==> src/rtl/ls_unit.sv <==
// Load/store unit between the multicycle datapath and word-organised memory.
// Byte/half/word loads are lane-selected and extended; sub-word stores use a
// read-modify-write of the containing word; misaligned requests are rejected.
module ls_unit #(
  parameter int unsigned ADDR_W     = 32,
  parameter int unsigned MEM_LAT    = 1,
  parameter bit          BIG_ENDIAN = 1'b0
) (
  input  logic              clock,
  input  logic              reset,
  input  logic              start,
  input  logic              is_store,
  input  logic [1:0]        size,
  input  logic              is_unsigned,
  input  logic [ADDR_W-1:0] addr,
  input  logic [31:0]       wdata,
  output logic [31:0]       rdata,
  output logic              busy,
  output logic              done,
  output logic              misalign,
  output logic [ADDR_W-1:0] mem_addr,
  output logic              mem_rd,
  output logic              mem_wr,
  output logic [31:0]       mem_wdata,
  input  logic [31:0]       mem_rdata
);

  localparam logic [1:0] IDLE    = 2'd0;
  localparam logic [1:0] RD_WAIT = 2'd1;
  localparam logic [1:0] WRITE   = 2'd2;
  localparam logic [1:0] DONE    = 2'd3;

  localparam int unsigned CW = $clog2(MEM_LAT + 1);

  logic [1:0]        state_q, state_d;
  logic [CW-1:0]     cnt_q, cnt_d;
  logic              store_q, store_d;
  logic [1:0]        size_q, size_d;
  logic              uns_q, uns_d;
  logic [1:0]        lane_q, lane_d;
  logic [15:0]       wlo_q, wlo_d;
  logic [31:0]       rdata_q, rdata_d;
  logic              busy_q, busy_d;
  logic              done_q, done_d;
  logic              misalign_q, misalign_d;
  logic [ADDR_W-1:0] mem_addr_q, mem_addr_d;
  logic              mem_rd_q, mem_rd_d;
  logic              mem_wr_q, mem_wr_d;
  logic [31:0]       mem_wdata_q, mem_wdata_d;

  logic        req_mis;
  logic [1:0]  lane;
  logic [4:0]  bsh, hsh;
  logic [7:0]  rbyte;
  logic [15:0] rhalf;
  logic [31:0] load_val, merge_val;

  // Lane selection, load extension and store merge from the captured word.
  // Big-endian swaps the lane index; the half lane is always lane[1].
  always_comb begin
    req_mis   = (size == 2'b10 && addr[0]) || (size == 2'b11 && addr[1:0] != 2'b00);
    lane      = BIG_ENDIAN ? ~lane_q : lane_q;
    bsh       = {lane, 3'b000};
    hsh       = {lane[1], 4'b0000};
    rbyte     = 8'(mem_rdata >> bsh);
    rhalf     = 16'(mem_rdata >> hsh);
    case (size_q)
      2'b01:   load_val = {{24{~uns_q & rbyte[7]}}, rbyte};
      2'b10:   load_val = {{16{~uns_q & rhalf[15]}}, rhalf};
      default: load_val = mem_rdata;
    endcase
    if (size_q == 2'b01)
      merge_val = (mem_rdata & ~(32'h0000_00FF << bsh)) | ({24'd0, wlo_q[7:0]} << bsh);
    else
      merge_val = (mem_rdata & ~(32'h0000_FFFF << hsh)) | ({16'd0, wlo_q} << hsh);
  end

  // Next-state and registered-output logic for the request FSM.
  always_comb begin
    state_d     = state_q;
    cnt_d       = cnt_q;
    store_d     = store_q;
    size_d      = size_q;
    uns_d       = uns_q;
    lane_d      = lane_q;
    wlo_d       = wlo_q;
    rdata_d     = rdata_q;
    mem_addr_d  = mem_addr_q;
    mem_wdata_d = mem_wdata_q;
    done_d      = 1'b0;
    misalign_d  = 1'b0;
    mem_rd_d    = 1'b0;
    mem_wr_d    = 1'b0;
    case (state_q)
      IDLE: begin
        if (start) begin
          store_d    = is_store;
          size_d     = size;
          uns_d      = is_unsigned;
          lane_d     = addr[1:0];
          wlo_d      = wdata[15:0];
          mem_addr_d = {addr[ADDR_W-1:2], 2'b00};
          cnt_d      = '0;
          if (size == 2'b00 || req_mis) begin
            state_d    = DONE;
            done_d     = 1'b1;
            misalign_d = req_mis;
          end else if (is_store && size == 2'b11) begin
            state_d     = WRITE;
            mem_wr_d    = 1'b1;
            mem_wdata_d = wdata;
          end else begin
            state_d  = RD_WAIT;
            mem_rd_d = 1'b1;
          end
        end
      end
      RD_WAIT: begin
        if (cnt_q == CW'(MEM_LAT)) begin
          if (store_q) begin
            state_d     = WRITE;
            mem_wr_d    = 1'b1;
            mem_wdata_d = merge_val;
          end else begin
            state_d = DONE;
            done_d  = 1'b1;
            rdata_d = load_val;
          end
        end else begin
          cnt_d = cnt_q + 1'b1;
        end
      end
      WRITE: begin
        state_d = DONE;
        done_d  = 1'b1;
      end
      default: state_d = IDLE;
    endcase
    busy_d = (state_d != IDLE);
  end

  // State and output registers; reset aborts any transaction immediately.
  always_ff @(posedge clock or negedge reset) begin
    if (!reset) begin
      state_q     <= IDLE;
      cnt_q       <= '0;
      store_q     <= 1'b0;
      size_q      <= '0;
      uns_q       <= 1'b0;
      lane_q      <= '0;
      wlo_q       <= '0;
      rdata_q     <= '0;
      busy_q      <= 1'b0;
      done_q      <= 1'b0;
      misalign_q  <= 1'b0;
      mem_addr_q  <= '0;
      mem_rd_q    <= 1'b0;
      mem_wr_q    <= 1'b0;
      mem_wdata_q <= '0;
    end else begin
      state_q     <= state_d;
      cnt_q       <= cnt_d;
      store_q     <= store_d;
      size_q      <= size_d;
      uns_q       <= uns_d;
      lane_q      <= lane_d;
      wlo_q       <= wlo_d;
      rdata_q     <= rdata_d;
      busy_q      <= busy_d;
      done_q      <= done_d;
      misalign_q  <= misalign_d;
      mem_addr_q  <= mem_addr_d;
      mem_rd_q    <= mem_rd_d;
      mem_wr_q    <= mem_wr_d;
      mem_wdata_q <= mem_wdata_d;
    end
  end

  assign rdata     = rdata_q;
  assign busy      = busy_q;
  assign done      = done_q;
  assign misalign  = misalign_q;
  assign mem_addr  = mem_addr_q;
  assign mem_rd    = mem_rd_q;
  assign mem_wr    = mem_wr_q;
  assign mem_wdata = mem_wdata_q;

endmodule

==> config.mk <==
export PLATFORM = sky130hd
export DESIGN_NAME = ls_unit
export DESIGN_NICKNAME = d
export VERILOG_FILES = /design/src/rtl/ls_unit.sv
export SDC_FILE = /design/constraint.sdc
export NUM_CORES = 1
export LEC_CHECK = 0
export CAP_MARGIN = 20
export CORE_MARGIN = 1
export CORE_UTILIZATION = 49
export DETAILED_ROUTE_END_ITERATION = 7
export PLACE_DENSITY = 0.87
export SETUP_SLACK_MARGIN = 0.05
export SYNTH_ARGS = -nofsm -noshare
export SYNTH_HDL_FRONTEND = slang
export SYNTH_SLANG_ARGS = --single-unit
==> constraint.sdc <==
create_clock -name clock -period 2.8 [get_ports clock]
set_clock_uncertainty 0.1 [all_clocks]
set_input_delay 0.84 -clock clock [delete_from_list [all_inputs] [get_ports clock]]
set_output_delay 0.84 -clock clock [all_outputs]
set_load 0.01 [all_outputs]
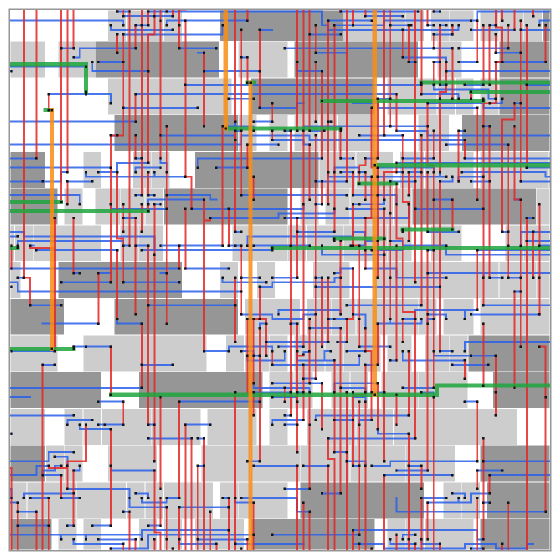
**Above:** run 1 (zoomed window).
Window x 36 to 76, y 14 to 54 µm. Cells in grey, sequential cells in the stronger grey; small squares are vias.
Blue is M1. Red is M2. Green is M3. Orange is M4.
Sequential cells in the window: 19. 137 logic cells have their middle in the window. Netlist names of flops here include mem_addr (6), wlo_q (3), size_q (2). Most frequent: nand2_1 (43), dfrtp_1 (19), clkdlybuf4s50_1 (18).

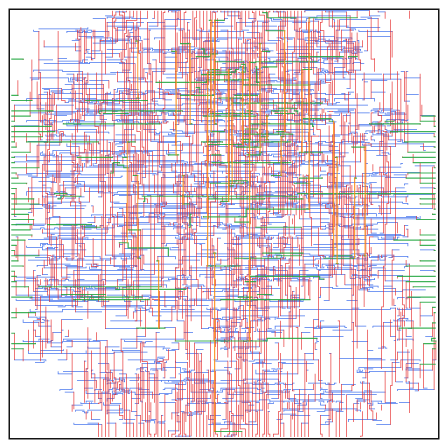
**Above:** run 1 (wiring by layer).
Blue is M1, wire length 8080 µm. Orange is M4, wire length 698 µm. Green is M3, wire length 1320 µm. Red is M2, wire length 9370 µm.
WL final: 19500 µm
total track usage: 31.6%
vias: 5996

==> changes_impl.md, run 1 <==
### Implementation results

* Net switching fraction of the power at 40.1%
* Die Width at 113 µm
* Internal Pwr Total at 6.30 mW
* Crit-path max FO at 8
* Comb power at 5.11 mW
* Setup crit start kind: input pin
* Syn Area/Cell at 8.70 µm²
* YS chip area at 5990 µm²
* Pre-CTS setup slack at 62.9 ps
* Setup_tns at 0 ps
* And+or+nand+nor area frac at 21.3%
* Critical path buffers and inverters at 1
* Number of global-route vias before repair at 6035
* Flip-flops with a built-in enable at 0
* CP endpoint kind: flop
* Cell family with most CP delay: AND-OR/OR-AND gates
* Die Size at 12700 µm²
* Max incr delay on CP at 530 ps
* Synthesized cell area at 5990 µm²
* Floorplan Utilization at 50.1%
* Max_slew headroom at 56.8%
* H-tree depth at 4
* Top-Level Pins at 204
* DRC Markers at 0
* Post-synth top cells: 194 x nand2_1, 124 x dfrtp_1, 83 x a21oi_1, 52 x o21ai_0, 36 x nor2_1
* CTS tree: yes
* Area fraction in compound gates at 19.9%
* Pleak at 3.76 nW
* Main area contributors: dfrtp_1 52%, nand2_1 12%, a21oi_1 6.9%
* Die height at 113 µm
* Final #Nets at 983
* Num Clock Sinks at 124
* Worst-case clock buffer depth at 2
* Fin Hold WS at 312 ps
* NetSw at 4.21 mW
* Distinct cells, synth at 38
* Placed Area at 8170 µm²
* Grt ovf at 0
* Vias per cell at 5.78
* Share of cells above drive strength 1 at 7.19%
* Top cell type by total area after synthesis: dfrtp_1
* Core Rows at 40
* Clk. pwr at 2.04 mW
* P per Cell Area at 1210 nW/µm²
* IO Port Bufs at 201
* Mux cell area share at 2.36%
* CP required at 2970 ps
* DRT Pass-1 Iters at 6
* Fin area at 8710 µm²
* Status: completed
* Final Hold Vio Count at 0
* Non-filler cells, final at 1037
* Top Layout Cells: 200 x clkdlybuf4s50_1, 193 x nand2_1, 124 x dfrtp_1
* Logic pwr share at 48.6%
* Late-Pin Clk Latency at 420 ps
* XOR/XNOR Area Share at 0%
* Clock share of power at 19.4%
* CTS buffer count at 17
* Power Total at 10.5 mW
* Post-CTS resize count at 0
* Max Freq at 426 MHz
* Main logic family: simple AND/OR/NAND/NOR gates
* Post-DP HPWL at 13900 µm
* Pwr top: combinational cells
* Initial antenna violation count at 0
* RSZ-0062 raised after global routing: false
* Routability congestion estimate at 0.903
* Root buffer cell: clkbuf_16
* Min Tclk post-route at 2350 ps
* Area growth, synth to finish at 45.5%
* Number of slew-limit violations in the final report at 0
* Setup-failing EPs final at 0
* First-pass GRT wire length at 31000 µm
* Placed Cells at 1006
* Crit-path slowest cell: mux4_2
* Warnings from Yosys at 0
* Synth Seq Share at 51.8%
* Worst path cell trace: clkdlybuf4s50_1, mux4_2, a311oi_4, a21oi_1
* Slew @ Worst Pin at 648 ps
* Top cell area share at 51.8%
* Peak supply drop at 598 µV
* Tool warnings at 27
* Largest net degree at the start of global routing at 51
* Post-CTS setup buffer count at 0
* Most common logic cell in the routed design: clkdlybuf4s50_1
* Setup CP Type: in2reg
* Antenna-violating nets left at 0
* Max-cap viol count at 0
* WL/cell at 18.8 µm
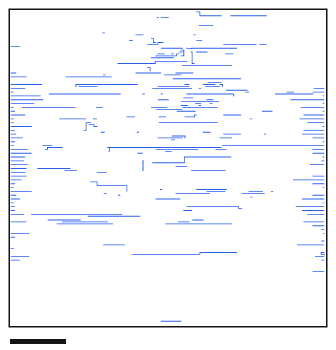
**Above:** run 1 (signal wires on met3).
The bar under the picture is 20 µm long.
The wires run mostly horizontal. The longest straight run is 40.4 µm. The layer holds 6.8% of the routed length. The layer carries 1320 µm of wire.
met3 usage: 6.53%

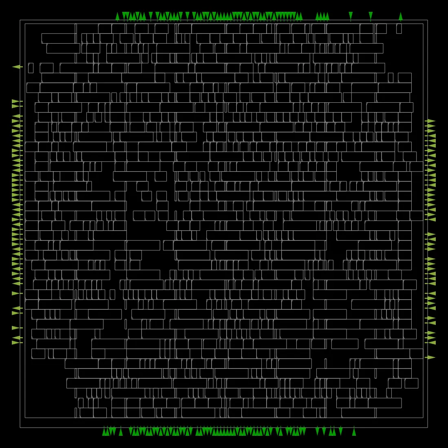
**Above:** run 1 (cell placement).
core footprint: 12000 µm²
fin util: 72.8%

run 1: worst paths after layout:
check	startpoint	endpoint	slack, ps	cells after the start
max	mem_rdata[7]	rdata[13]	450	4
min	reset	mem_wdata[20]	310	1
min reg2reg	mem_addr[2]	mem_addr[2]	380	2
min in group clock	mem_addr[2]	mem_addr[2]	380	2
max in group asynchronous	reset	rdata[13]	1620	2
max reg2reg	size_q[1]	mem_wdata[15]	590	7
run 1: layer usage:
metal  wire length [µm]  global-route usage [%]
met5                  0                       0
met4                698                    15.6
met3               1320                    6.53
met2               9370                    51.2
met1               8080                    40.6
run 1: layout make-up:
class	count	area, µm²	area share, %
tap	147	184	2.11
multi-input combinational	506	2670	30.6
clock inverter	7	66.3	0.761
sequential	124	3100	35.6
clock buffer	24	472	5.41
timing repair buffer	223	2200	25.2
inverter	6	22.5	0.259
--- run 2 (diff from run 1) ---
--- a/config.mk
+++ b/config.mk
@@ -7,9 +7,9 @@
 export LEC_CHECK = 0
 export CAP_MARGIN = 20
 export CORE_MARGIN = 1
-export CORE_UTILIZATION = 49
+export CORE_UTILIZATION = 41
 export DETAILED_ROUTE_END_ITERATION = 7
-export PLACE_DENSITY = 0.87
+export PLACE_DENSITY = 0.78
 export SETUP_SLACK_MARGIN = 0.05
 export SYNTH_ARGS = -nofsm -noshare
 export SYNTH_HDL_FRONTEND = slang
==> constraint.sdc (replaced) <==
create_clock -name clock -period 2 [get_ports clock]
set_clock_uncertainty 0.1 [all_clocks]
set_input_delay 0.6 -clock clock [delete_from_list [all_inputs] [get_ports clock]]
set_output_delay 0.6 -clock clock [all_outputs]
set_load 0.01 [all_outputs]
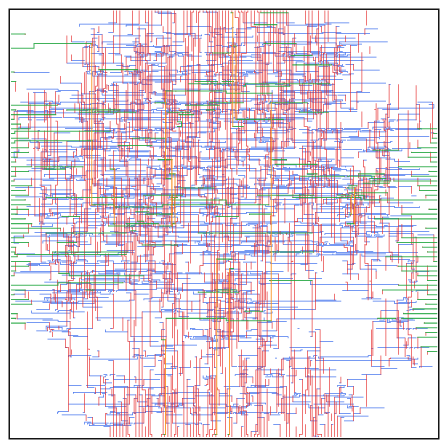
**Above:** run 2 (wiring by layer).
vias: 5848
total track usage: 25.7%
WL final: 19000 µm
WL/cell: 17.3 µm

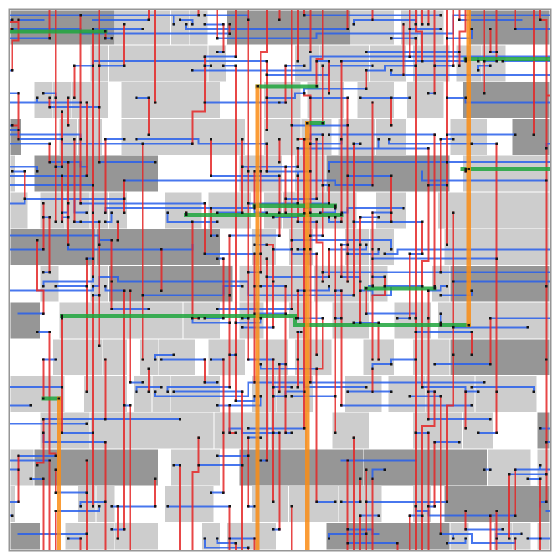
**Above:** run 2 (zoomed window).
Window x 41 to 81, y 17 to 57 µm. Cells in grey, sequential cells in the stronger grey; small squares are vias.
Orange is M4. Green is M3. Red is M2. Blue is M1.
Sequential cells in the window: 16. Netlist names of flops here include mem_addr (3), wlo_q (3), mem_wdata (2). Most frequent: nand2_1 (23), buf_4 (20), dfrtp_1 (16). 123 logic cells have their middle in the window.

==> run 2 against run 1 <==
  * Non-clock buffer count is 31 higher
  * Synthesized cell count unchanged
  * Global-route usage fell by 5.9 points
  * Sequential power increased by 37%
  * Combinational power rose by about 30%
  * Critical path depth increased by 1
  * Worst hold slack gained 52 ps
  * Clock power grew about 50%
  * Cell count up 6.2%
  * Largest power group unchanged
  * Highest routed layer unchanged
==> changes_impl.md, run 2 <==
### Implementation results

* Status: completed
* Area fraction in compound gates at 19.9%
* Tap cells at 180
* Grt ovf at 0
* CP required at 2190 ps
* Met1 usage at 34.4%
* Synthesized cell area at 5990 µm²
* YS chip area at 5990 µm²
* NetSw at 5.70 mW
* Distinct cells, synth at 38
* Syn Area/Cell at 8.70 µm²
* Uppermost routed layer: met4
* Final Hold Vio Count at 0
* Crit-path slowest cell: mux4_2
* DRT Pass-1 Iters at 5
* WL met2 at 8950 µm
* Fin util at 63.7%
* Cell family with most CP delay: buffers and inverters
* Power Total at 14.3 mW
* Grt met2 use at 41.2%
* Logic pwr share at 46.5%
* Largest cell class: registers
* Worst Hold Endpoint: mem_addr[29]
* Non-clk bufs at 254
* Max-cap viol count at 0
* Metal-1 WL at 8290 µm
* Max Freq at 525 MHz
* Critical Path Start: mem_rdata[7]
* Synth Seq Share at 51.8%
* Largest net degree at the start of global routing at 50
* Routability congestion estimate at 0.885
* Top cell type by total area after synthesis: dfrtp_1
* Critical path buffers and inverters at 2
* Initial antenna violation count at 0
* Root buffer cell: clkbuf_16
* Logic share of the area at 29.9%
* Core Rows at 43
* Top cell area share at 51.8%
* CP endpoint kind: flop
* Number of slew-limit violations in the final report at 0
* Vias per cell at 5.31
* Setup-failing EPs final at 0
* Pleak at 4.12 nW
* Non-filler cells, final at 1101
* H-tree depth at 4
* Max incr delay on CP at 520 ps
* Placed Cells at 1069
* Top-Level Pins at 204
* Placed Area at 8470 µm²
* Number of global-route vias before repair at 5667
* And+or+nand+nor area frac at 21.3%
* Late-Pin Clk Latency at 410 ps
* Internal Pwr Total at 8.59 mW
* Tool warnings at 27
* Yosys Instances at 688
* Hold wc startpoint: mem_addr[29]
* Flip-flops at 124
* Warnings from Yosys at 0
* Core footprint at 14000 µm²
* Clock buffers at 23
* Met3 WL at 1420 µm
* Most common logic cell in the routed design: nand2_1
* Sequential cell area share at 34.7%
* Die Size at 15100 µm²
* Setup crit start kind: input pin
* XOR/XNOR Area Share at 0%
* Die height at 123 µm
* Worst Hold Depth at 2
* CTS tree: yes
* Main logic family: simple AND/OR/NAND/NOR gates
* Global route hottest layer: met2
* R2R Setup Slk at 160 ps
* Clock share of power at 21.4%
* Die Width at 123 µm
* Met3 usage at 5.76%
* Critical R2R Capture: rdata[3]
* Peak supply drop at 817 µV
* Sequential cell area at 3100 µm²
* WP depth at 5
* Mux cell area share at 2.36%
* Final #Nets at 1014
* Net switching fraction of the power at 39.9%
* Pre-CTS setup slack at -468 ps
* CP endpoint: rdata[14]
* Post-synth top cells: 194 x nand2_1, 124 x dfrtp_1, 83 x a21oi_1, 52 x o21ai_0, 36 x nor2_1
* Floorplan Utilization at 42.6%
* RSZ-0062 raised after global routing: false
* Post-DP HPWL at 13900 µm
* DRC Markers at 0
* CTS buffer count at 17
* P per Cell Area at 1600 nW/µm²
* Num Clock Sinks at 124
* Flip-flops with a built-in enable at 0
* Logic Gate Count at 506
* Final clock-cell share at 6.44%
* Signal inverters at 6
* R2R depth at 5
* Area growth, synth to finish at 49.3%
* Reg-to-reg startpoint: state_q[1]
* Worst path cell trace: clkdlybuf4s50_1, mux4_2, a311oi_4, buf_6, a21oi_1
* Antenna-violating nets left at 0
* Crit-path max FO at 8
* Top Layout Cells: 193 x nand2_1, 124 x dfrtp_1, 100 x clkdlybuf4s50_1, 100 x dlygate4sd2_1, 83 x a21oi_1
* Min Tclk post-route at 1910 ps
* Logic area at 2670 µm²
* Non-clk buf share at 26.2%
* Fin area at 8940 µm²
* Main area contributors: dfrtp_1 52%, nand2_1 12%, a21oi_1 6.9%
* Worst-case clock buffer depth at 2
* Fin Hold WS at 364 ps
run 2: repair_timing:
item                                    in CTS  in global routing
buffers inserted                             0                  0
hold buffers                                 1                  0
pin swaps                                    0                  1
endpoints found under the setup margin     111                 30
gates resized                              101                  6
gates cloned                                 0                  0
hold endpoints to repair                    19                  0
run 2: power by group through the flow:
stage          logic (mW)  clock network (mW)  registers [mW]
4_1_cts              6.61                3.10            4.57
3_3_place_gp         7.08                   0            4.60
3_5_place_dp         7.22                   0            4.62
5_1_grt              7.32                3.23            4.72
6_report             6.64                3.06            4.59
2_1_floorplan        3.44                   0            4.84
No activity file was given, so power comes from the tool's default toggle rates.
